$ cat src/rtl/datapath_ctrl_fsm.sv
// Multi-cycle control unit: decodes the latched instruction and
// sequences datapath strobes, PC advance and the retired counter.
module datapath_ctrl_fsm #(
  parameter logic [3:0] HALT_OPC = 4'hF,
  parameter int         CNT_W    = 16
) (
  input  logic             clk,
  input  logic             clear,
  input  logic             run,
  input  logic [15:0]      instr,
  output logic             pc_en,
  output logic             load,
  output logic             ALUsrc,
  output logic             RegDst,
  output logic             MemtoReg,
  output logic             MemWrite,
  output logic             MemRead,
  output logic [2:0]       op,
  output logic             halted,
  output logic             illegal,
  output logic [2:0]       state,
  output logic [CNT_W-1:0] retired
);

  typedef enum logic [2:0] {
    S_FETCH  = 3'd0,
    S_DECODE = 3'd1,
    S_EXEC   = 3'd2,
    S_MEM    = 3'd3,
    S_WB     = 3'd4,
    S_HALT   = 3'd5
  } state_e;

  state_e           state_q, state_d;
  logic [15:0]      ir_q, ir_d;
  logic             illegal_q, illegal_d;
  logic [CNT_W-1:0] retired_q, retired_d;

  logic [3:0] opc;
  logic       is_halt, is_r, is_addi;
  logic       is_lw, is_sw, is_def;

  assign opc     = ir_q[15:12];
  assign is_halt = (opc == HALT_OPC);
  assign is_r    = ~opc[3];
  assign is_addi = (opc == 4'h8);
  assign is_lw   = (opc == 4'h9);
  assign is_sw   = (opc == 4'hA);
  assign is_def  = is_r | is_addi | is_lw | is_sw;

  // Next state and Moore outputs from state plus the latched IR
  always_comb begin
    state_d   = state_q;
    ir_d      = ir_q;
    illegal_d = illegal_q;
    pc_en     = 1'b0;
    load      = 1'b0;
    ALUsrc    = 1'b0;
    RegDst    = 1'b0;
    MemtoReg  = 1'b0;
    MemWrite  = 1'b0;
    MemRead   = 1'b0;
    op        = 3'b000;
    halted    = 1'b0;
    if (state_q == S_EXEC ||
        state_q == S_MEM  ||
        state_q == S_WB) begin
      op       = is_r ? ir_q[14:12] : 3'b000;
      ALUsrc   = ~is_r;
      RegDst   = is_r;
      MemtoReg = is_lw;
    end
    case (state_q)
      S_FETCH: begin
        if (run) begin
          ir_d    = instr;
          state_d = S_DECODE;
        end
      end
      S_DECODE: begin
        if (is_halt) begin
          state_d = S_HALT;
        end else if (is_def) begin
          state_d = S_EXEC;
        end else begin
          illegal_d = 1'b1;
          pc_en     = 1'b1;
          state_d   = S_FETCH;
        end
      end
      S_EXEC: begin
        state_d = (is_lw | is_sw) ? S_MEM : S_WB;
      end
      S_MEM: begin
        if (is_sw) begin
          MemWrite = 1'b1;
          pc_en    = 1'b1;
          state_d  = S_FETCH;
        end else begin
          MemRead = 1'b1;
          state_d = S_WB;
        end
      end
      S_WB: begin
        load    = 1'b1;
        pc_en   = 1'b1;
        state_d = S_FETCH;
      end
      S_HALT: begin
        halted  = 1'b1;
        state_d = S_HALT;
      end
      default: state_d = S_FETCH;
    endcase
    retired_d = retired_q + CNT_W'(pc_en);
  end

  // State, IR, sticky illegal flag and retired counter
  always_ff @(posedge clk) begin
    if (clear) begin
      state_q   <= S_FETCH;
      ir_q      <= '0;
      illegal_q <= 1'b0;
      retired_q <= '0;
    end else begin
      state_q   <= state_d;
      ir_q      <= ir_d;
      illegal_q <= illegal_d;
      retired_q <= retired_d;
    end
  end

  assign illegal = illegal_q;
  assign state   = state_q;
  assign retired = retired_q;

endmodule
$ cat config.mk
export PLATFORM = sky130hd
export DESIGN_NAME = datapath_ctrl_fsm
export DESIGN_NICKNAME = d
export VERILOG_FILES = /design/src/rtl/datapath_ctrl_fsm.sv
export SDC_FILE = /design/constraint.sdc
export NUM_CORES = 1
export LEC_CHECK = 0
export CAP_MARGIN = 10
export CORE_MARGIN = 10
export CORE_UTILIZATION = 40
export DETAILED_ROUTE_END_ITERATION = 12
export GPL_TIMING_DRIVEN = 0
export HOLD_SLACK_MARGIN = 0.05
export PLACE_DENSITY = 0.74
export SLEW_MARGIN = 30
export SYNTH_ARGS = -nofsm -noshare
export SYNTH_HDL_FRONTEND = slang
export SYNTH_SLANG_ARGS = --single-unit
$ cat constraint.sdc
create_clock -name clk -period 2.9 [get_ports clk]
set_input_delay 0.87 -clock clk [delete_from_list [all_inputs] [get_ports clk]]
set_output_delay 0.87 -clock clk [all_outputs]
set_load 0.05 [all_outputs]
==> datasheet_impl.txt, run 1 <==
Physical design parameters

Parameter                              Value

Clocking
  TritonCTS Sinks .................. 24
  CTS root buffer .................. sky130_fd_sc_hd__clkbuf_4
  CTS Hold Buffers Added .................. 0
  Clock input transition at the sequential cells of the worst setup and hold paths .................. 0.13 ns
  Post CTS Setup Buffer Count .................. 0
  Cell resize tally after clock tree synthesis .................. 21
  H-tree levels .................. 1
  Clock latency on the worst-skew pair .................. 0.31 ns
  Clock buffers created by TritonCTS .................. 3
  TritonCTS clock tree .................. done
  Maximum count of clock buffers along a single path .................. 2

Power
  Net switching component of the power .................. 0.209 mW
  Combinational power share .................. 23.9%
  Internal cell power .................. 0.483 mW
  Fraction of power consumed by sequential logic .................. 50.8%
  Cell area power density .................. 389 nW/µm²
  Peak ir drop on the vdd network .................. 223 µV
  Leakage .................. 0.644 nW
  Switching share of power .................. 30.2%
  Clock share of power .................. 25.2%
  Total power draw .................. 0.692 mW

Global routing
  GR Util met3 .................. 4.48%
  Number of global-route vias before repair .................. 1109
  Antenna violations before repair .................. 0
  Met1 demand-to-capacity share in global routing .................. 12.4%
  First-pass GRT wire length .................. 5530 µm
  Grt met2 use .................. 18.3%
  Busiest layer in global routing .................. met2
  Overall overflow remaining after global route .................. 0
  Largest net degree at the start of global routing .................. 14

Yosys
  Post-Synth Simple-Gate Area .................. 32.7%
  Post-Synth AOI/OAI Area .................. 13.6%
  Flop and latch count out of synthesis .................. 24
  Most area-hungry cell type in the Yosys netlist .................. sky130_fd_sc_hd__dfxtp_1
  Yosys top cell area share .................. 37.6%
  Average footprint of a synthesized cell .................. 8.88 µm²
  Largest logic family .................. simple AND/OR/NAND/NOR gates
  Synth Cell Area .................. 1280 µm²
  Yosys synthesis chip area .................. 1280 µm²
  Post-synthesis share of cell area spent on full adders, half adders and majority gates .................. 1.96%
  XOR/XNOR Area Share .................. 2.74%
  Net count of the mapped netlist .................. 165
  Post-synth top flop .................. sky130_fd_sc_hd__dfxtp_1
  MUX area fraction .................. 6.65%
  Largest cells by area after synthesis .................. sky130_fd_sc_hd__dfxtp_1 38%, sky130_fd_sc_hd__nor2_1 4.4%, sky130_fd_sc_hd__nor2b_1 3.9%
  Register area share after synthesis .................. 37.6%
  Yosys stat cell total .................. 144
  Cell count after synthesis .................. 144
  Share of flip-flops with an asynchronous set or reset after synthesis .................. 0%
  Post-synth top cells .................. 24 x sky130_fd_sc_hd__dfxtp_1, 15 x sky130_fd_sc_hd__nor2_1, 8 x sky130_fd_sc_hd__a21oi_1, 8 x sky130_fd_sc_hd__nor2b_1
  Tally of yosys warning messages .................. 0
  Yosys cell types .................. 43
  Most frequently used cell type in the post-synthesis netlist .................. sky130_fd_sc_hd__dfxtp_1
  Count of flip-flops with a built-in enable after synthesis .................. 0

Worst setup path
  Kind of end point of the critical path .................. primary output
  Slowest stage cell, crit path .................. sky130_fd_sc_hd__clkdlybuf4s50_1
  Number of cell instances on the worst register-to-register path .................. 9
  CP Depth .................. 3
  Kind of critical path .................. flip-flop to primary output
  Worst R2R Start .................. state[1]$_SDFFE_PP0P_
  Worst path required time .................. 2.03 ns
  Setup crit end .................. load
  Data arrival time of the worst path .................. 1.93 ns
  Max stage delay on crit path .................. 0.84 ns
  Register-to-Register Setup Slack .................. 0.24 ns
  Launch point of the critical path .................. state[0]$_SDFFE_PP0P_
  Crit path launch type .................. flip-flop
  Buf/Inv on CP .................. 2
  Cell Chain, Critical Path .................. buf_2 -> nor3b_4 -> clkdlybuf4s50_1
  Cell family with the largest share of critical-path delay .................. buffers and inverters
  FF-to-FF End .................. retired[12]$_SDFF_PP0_
  Largest fanout of any net on the critical path .................. 10

Min path
  Hold Path Stages .................. 2
  Endpoint of the worst hold path .................. illegal$_SDFFE_PP0P_
  Startpoint of the worst hold path .................. illegal$_SDFFE_PP0P_
  Kind of path behind the tightest hold check .................. flip-flop to flip-flop

Status
  Run status .................. finished clean

Floorplan
  Effective utilization at floorplan .................. 41.9%
  IO Count .................. 50
  Die X .................. 76.5 µm
  Core region area .................. 3050 µm²
  Die Size .................. 5860 µm²
  Row cnt .................. 20
  DIE HEIGHT .................. 76.5 µm

Route
  Starting DRC count in detailed routing .................. 79
  Detailed route wirelength on metal3 .................. 282 µm
  Top sig layer .................. met4
  Detail Route Antenna Nets .................. 0
  Met1 layer wirelength in the final routing .................. 1440 µm
  Met2 wire length .................. 1640 µm
  Drt first pass iters .................. 4
  Post-route DRC .................. 0
  Ratio of routed vias to standard cells .................. 5.37

Layout
  Max FFs per register .................. 16
  Fillers .................. 300
  Share of layout cells above drive strength 1 .................. 19.5%
  Area grow syn2layout .................. 39.1%
  Final design area excluding fillers .................. 1780 µm²
  Most instantiated logic cells after routing .................. 27 x sky130_fd_sc_hd__clkdlybuf4s50_1, 21 x sky130_fd_sc_hd__dfxtp_1, 15 x sky130_fd_sc_hd__nor2_1
  Number of antenna cells inserted .................. 0
  Post-Route Utilization .................. 58.3%
  Net count of the finished layout .................. 207

Timing
  RSZ-0062 raised after global routing .................. yes
  Final Max-Slew Violation Tally .................. 0
  Min setup slack post-route .................. 0.101 ns
  Timing-limited maximum frequency .................. 0.357 GHz
  Fraction of the cycle the final worst path needs .................. 96.5%
  Max-slew headroom .................. 65.5%
  Worst-case hold slack .................. 0.480 ns
  Least-Margin Pin Slew .................. 0.516 ns
  Final setup fails .................. 0
  Final sum of negative setup slack .................. 0 ns
  Worst clock skew .................. 0.00260 ns
  Fin crit period .................. 2.80 ns
  Number of hold violations in the final report .................. 0

Place
  Cell total after placement .................. 225
  Number of input and output port buffers inserted .................. 37
  Half-perimeter wire length of the detailed placement result .................. 2620 µm
  DP Area .................. 1750 µm²
  Routability Congestion .................. 0.889
  Worst setup slack after placement .................. -0.0996 ns

Flow run
  Max cap viols .................. 0
  Number of warning messages in the logs .................. 39
## run 1: layout make-up
| cell class | instances | area (µm²) | share of cell area [%] |
|---|---|---|---|
| multi-input combinational | 107 | 790 | 44.4 |
| sequential | 24 | 484 | 27.2 |
| timing repair buffer | 37 | 353 | 19.8 |
| tap | 44 | 55.1 | 3.09 |
| buffer | 8 | 42.5 | 2.39 |
| clock buffer | 4 | 36.3 | 2.04 |
| inverter | 5 | 18.8 | 1.05 |
## run 1: power by group through the flow
stage          clock network (mW)  logic (mW)  registers [mW]
2_1_floorplan                   0       0.103           0.376
5_1_grt                     0.195       0.179           0.355
6_report                    0.175       0.166           0.352
4_1_cts                     0.183       0.165           0.352
3_3_place_gp                    0       0.165           0.359
3_5_place_dp                    0       0.168           0.359
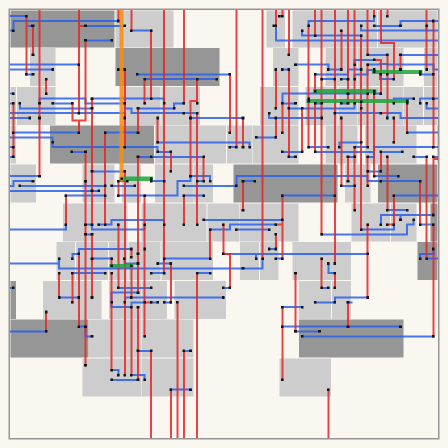
*Zoomed window, run 1*
Region (23, 8) to (53, 38) µm. Cells in gray, sequential cells in the stronger gray; small squares are vias.
Key: blue = metal 1; green = metal 3; orange = metal 4; red = metal 2
Sequential cells in the window: 7. 57 logic cells have their middle in the window. Netlist names of flops here include retired (6), state (1). Most frequent: nor2_1 (6), clkdlybuf4s50_1 (6), dfxtp_1 (6).

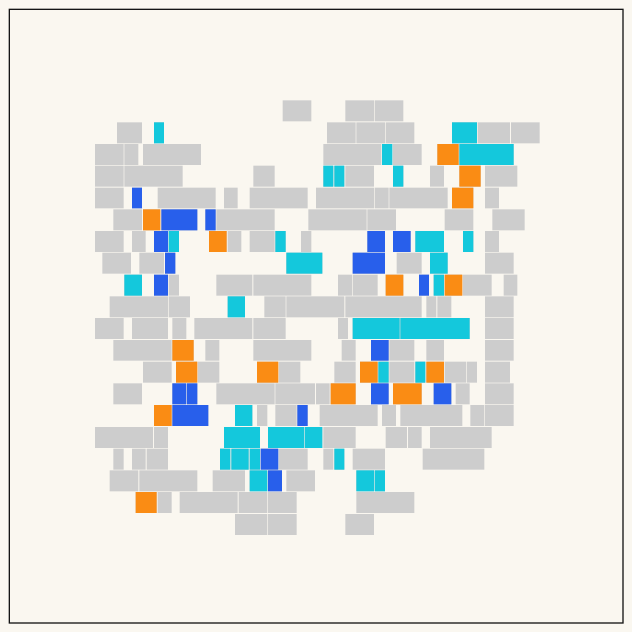
*Gate-type map, run 1*
(8 px per µm)
Key: blue = nand cells [cells 19]; orange = and/or cells [cells 16]; cyan = nor cells [cells 31]
number of standard cells in the final layout excluding fillers: 229
most frequent logic cell in the layout: sky130_fd_sc_hd__clkdlybuf4s50_1

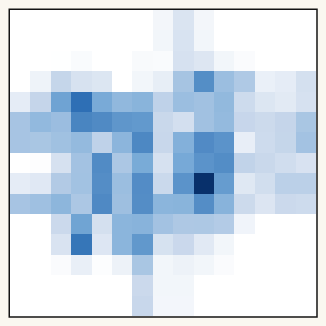
*Routed metal per tile, run 1*
(4 px per µm) 15 x 15 tiles, from white (low) to dark blue (high), scaled to the fullest tile. Values are wire area over tile area, all layers added.
11% of the tiles are over half the peak. 35% of the tiles are nearly empty. The densest ninth of the die: center. The mean over all tiles is 0.094.
aggregate routed wire length: 3380 µm
overall via count from detail_route: 1230
total routing usage reported by global routing: 11.0%
WL/cell: 14.8 µm

### Routing congestion, run 1

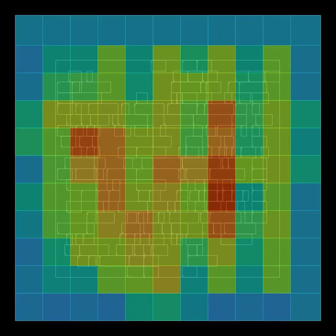

--- run 2 (diff from run 1) ---
--- a/config.mk
+++ b/config.mk
@@ -9,10 +9,10 @@
 export CORE_MARGIN = 10
 export CORE_UTILIZATION = 40
 export DETAILED_ROUTE_END_ITERATION = 12
-export GPL_TIMING_DRIVEN = 0
 export HOLD_SLACK_MARGIN = 0.05
 export PLACE_DENSITY = 0.74
 export SLEW_MARGIN = 30
 export SYNTH_ARGS = -nofsm -noshare
 export SYNTH_HDL_FRONTEND = slang
 export SYNTH_SLANG_ARGS = --single-unit
+export TNS_END_PERCENT = 100
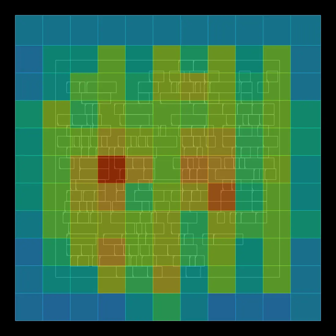
*Routing congestion, run 2*
Post-Route Utilization: 57.4%
total routing usage reported by global routing: 10.1%
grt met2 use: 16.1%
busiest layer in global routing: met2
met1 demand-to-capacity share in global routing: 12.4%

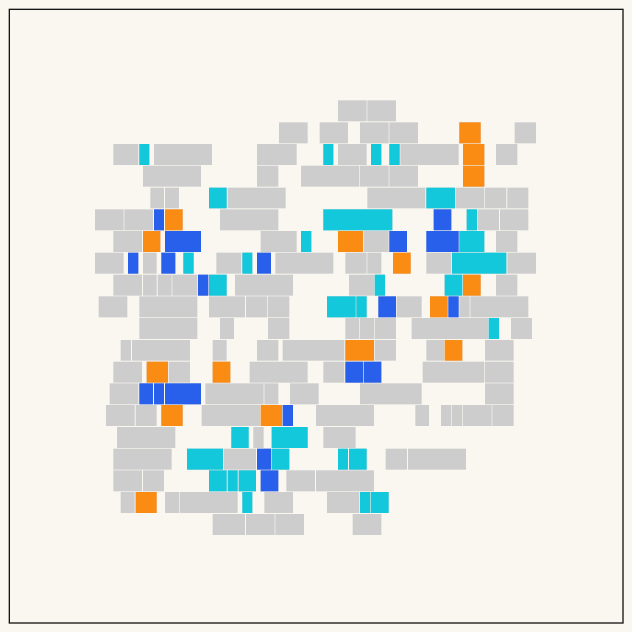
*Gate-type map, run 2*
(8 px per µm)
Key: orange = and/or cells [cells 16]; blue = nand cells [cells 19]; cyan = nor cells [cells 31]
number of standard cells in the final layout excluding fillers: 224
share of cell area taken by multi-input logic gates: 44.4%

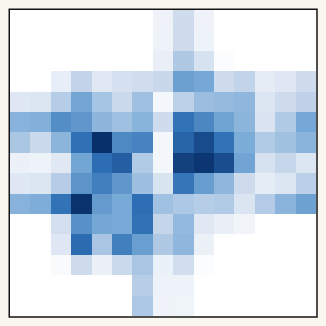
*Routed metal per tile, run 2*
(4 px per µm) 15 x 15 tiles, from white (low) to dark blue (high), scaled to the fullest tile. Values are wire area over tile area, all layers added.
aggregate routed wire length: 3100 µm
overall via count from detail_route: 1175
WL/cell: 13.8 µm

==> run 2 against run 1 <==
Effect of this change: power decreased by 0.46%; highest routed layer unchanged; critical path depth unchanged; combinational power decreased by 7%; sequential power increased by 3%; area after synthesis unchanged; design area decreased by 1.5%; cell count decreased by 2.2%; worst hold slack got worse by 0.021 ns; clock power about the same; non-clock buffer count decreased by 5; sequential share of layout area increased by 0.43 points; register-to-register slack improved by 0.02 ns.
==> datasheet_impl.txt, run 2 <==
Physical design parameters

Parameter                              Value

Worst setup path
  Data arrival time of the worst path .................. 1.88 ns (-0.05 ns)
  FF-to-FF End .................. retired[12]$_SDFF_PP0_
  Number of cell instances on the worst register-to-register path .................. 8 (-1)
  Register-to-Register Setup Slack .................. 0.26 ns (+0.02 ns)
  Worst R2R Start .................. ir_q[15]$_SDFFE_PP0P_
  Worst path required time .................. 2.03 ns (about the same)
  Launch point of the critical path .................. state[0]$_SDFFE_PP0P_

Power
  Logic power comb .................. 0.154 mW (-7%)
  Power Clock .................. 0.173 mW (about the same)
  Largest Pwr Group .................. registers
  Net switching component of the power .................. 0.205 mW (-1.8%)
  Peak ir drop on the vdd network .................. 263 µV (+18%)
  Leakage .................. 0.636 nW (-1.1%)
  Fraction of power consumed by sequential logic .................. 52.5% (+1.7 points)
  Total power draw .................. 0.689 mW (-0.46%)
  Clock share of power .................. 25.1% (about the same)

Route
  Detail Route Antenna Nets .................. 0 (unchanged)
  Drt first pass iters .................. 4 (unchanged)
  Ratio of routed vias to standard cells .................. 5.25 (-2.3%)
  Post-route DRC .................. 0 (unchanged)
  Starting DRC count in detailed routing .................. 37 (-53%)

Yosys
  Synth Cell Area .................. 1280 µm² (unchanged)
  Flop and latch count out of synthesis .................. 24 (unchanged)
  Share of flip-flops with an asynchronous set or reset after synthesis .................. 0% (unchanged)
  Register area share after synthesis .................. 37.6% (unchanged)
  Average footprint of a synthesized cell .................. 8.88 µm² (unchanged)
  Yosys top cell area share .................. 37.6% (unchanged)
  Net count of the mapped netlist .................. 165 (unchanged)
  Post-synth top cells .................. 24 x sky130_fd_sc_hd__dfxtp_1, 15 x sky130_fd_sc_hd__nor2_1, 8 x sky130_fd_sc_hd__a21oi_1, 8 x sky130_fd_sc_hd__nor2b_1
  Tally of yosys warning messages .................. 0 (unchanged)

Timing
  Timing-limited maximum frequency .................. 0.363 GHz (+1.7%)
  Max-slew headroom .................. 65.1% (-0.33 points)
  Worst clock skew .................. 0.00650 ns (+0.00389 ns)
  Final setup fails .................. 0 (unchanged)
  Final sum of negative setup slack .................. 0 ns (unchanged)
  Final Max-Slew Violation Tally .................. 0 (unchanged)
  Least-Margin Pin Slew .................. 0.521 ns (+0.00497 ns)
  Fin crit period .................. 2.75 ns (-0.0459 ns)

Layout
  Clock buffer count in the final layout .................. 4 (unchanged)
  Register area .................. 484 µm² (unchanged)
  Final design area excluding fillers .................. 1750 µm² (-1.5%)
  Total number of sequential cells .................. 24 (unchanged)
  Signal buf overhead .................. 21.7% (-0.51 points)
  Comb_multi_in .................. 107 (unchanged)
  Number of buffers other than clock buffers in the final layout .................. 40 (-11%)
  Max FFs per register .................. 16 (unchanged)
  Most frequent logic cell in the layout .................. sky130_fd_sc_hd__clkdlybuf4s50_1
  Cell class ranked first by area .................. logic gates
  Area fraction of clock buffers and clock inverters .................. 2.07% (+0.032 points)
  Sequential share of cell area .................. 27.6% (+0.43 points)
  Area grow syn2layout .................. 37.0%
  Logic area .................. 777 µm² (-1.6%)
  Non-clock inverter instance count of the final layout .................. 5 (unchanged)
  Fillers .................. 300 (unchanged)
  Most instantiated logic cells after routing .................. 27 x sky130_fd_sc_hd__clkdlybuf4s50_1, 21 x sky130_fd_sc_hd__dfxtp_1, 15 x sky130_fd_sc_hd__nor2_1

Place
  Number of input and output port buffers inserted .................. 37 (unchanged)
  Worst setup slack after placement .................. 0.269 ns (+0.369 ns)
  Routability Congestion .................. 0.856 (-3.8%)
  Half-perimeter wire length of the detailed placement result .................. 2450 µm (-6.6%)
  Cell total after placement .................. 220 (-2.2%)

Floorplan
  IO Count .................. 50 (unchanged)
  Core region area .................. 3050 µm² (unchanged)
  Die Size .................. 5860 µm² (unchanged)
  Die X .................. 76.5 µm (unchanged)
  Row cnt .................. 20 (unchanged)
  Tap cells .................. 44 (unchanged)

Min path
  Endpoint of the worst hold path .................. illegal$_SDFFE_PP0P_

Clocking
  TritonCTS clock tree .................. done
  Clock buffers created by TritonCTS .................. 3 (unchanged)
  H-tree levels .................. 1 (unchanged)
  Cell resize tally after clock tree synthesis .................. 0 (-100%)
  CTS root buffer .................. sky130_fd_sc_hd__clkbuf_4
  Clock input transition at the sequential cells of the worst setup and hold paths .................. 0.13 ns (about the same)

Flow run
  Max cap viols .................. 0 (unchanged)

Global routing
  First-pass GRT wire length .................. 5120 µm (-7.4%)
  Overall overflow remaining after global route .................. 0 (unchanged)
  GR Util met3 .................. 4.01% (-0.47 points)
  Number of global-route vias before repair .................. 1063 (-4.1%)

Status
  Run status .................. finished clean
[run 2: kinds of logic (layout without fill, tap and decap cells)]
| logic type | after synthesis | after routing | share of synthesized area, % |
|---|---|---|---|
| AND/OR/NAND/NOR | 66 | 66 | 32.7 |
| XOR/XNOR | 4 | 4 | 2.74 |
| multiplexers | 8 | 8 | 6.65 |
| buffers and inverters | 13 | 49 | 4.79 |
| flip-flops | 24 | 24 | 37.6 |
| adder cells (fa/ha/maj) | 2 | 2 | 1.96 |
| AND-OR/OR-AND | 27 | 27 | 13.6 |
[run 2: critical path: stages (launching register included)]
cell and delay [ns]:
sky130_fd_sc_hd__dfxtp_2 0.34, sky130_fd_sc_hd__buf_4 0.17, sky130_fd_sc_hd__nor3b_4 0.22, sky130_fd_sc_hd__clkdlybuf4s50_1 0.84
Power figures rest on the tool's default switching activity, not on a simulated workload.
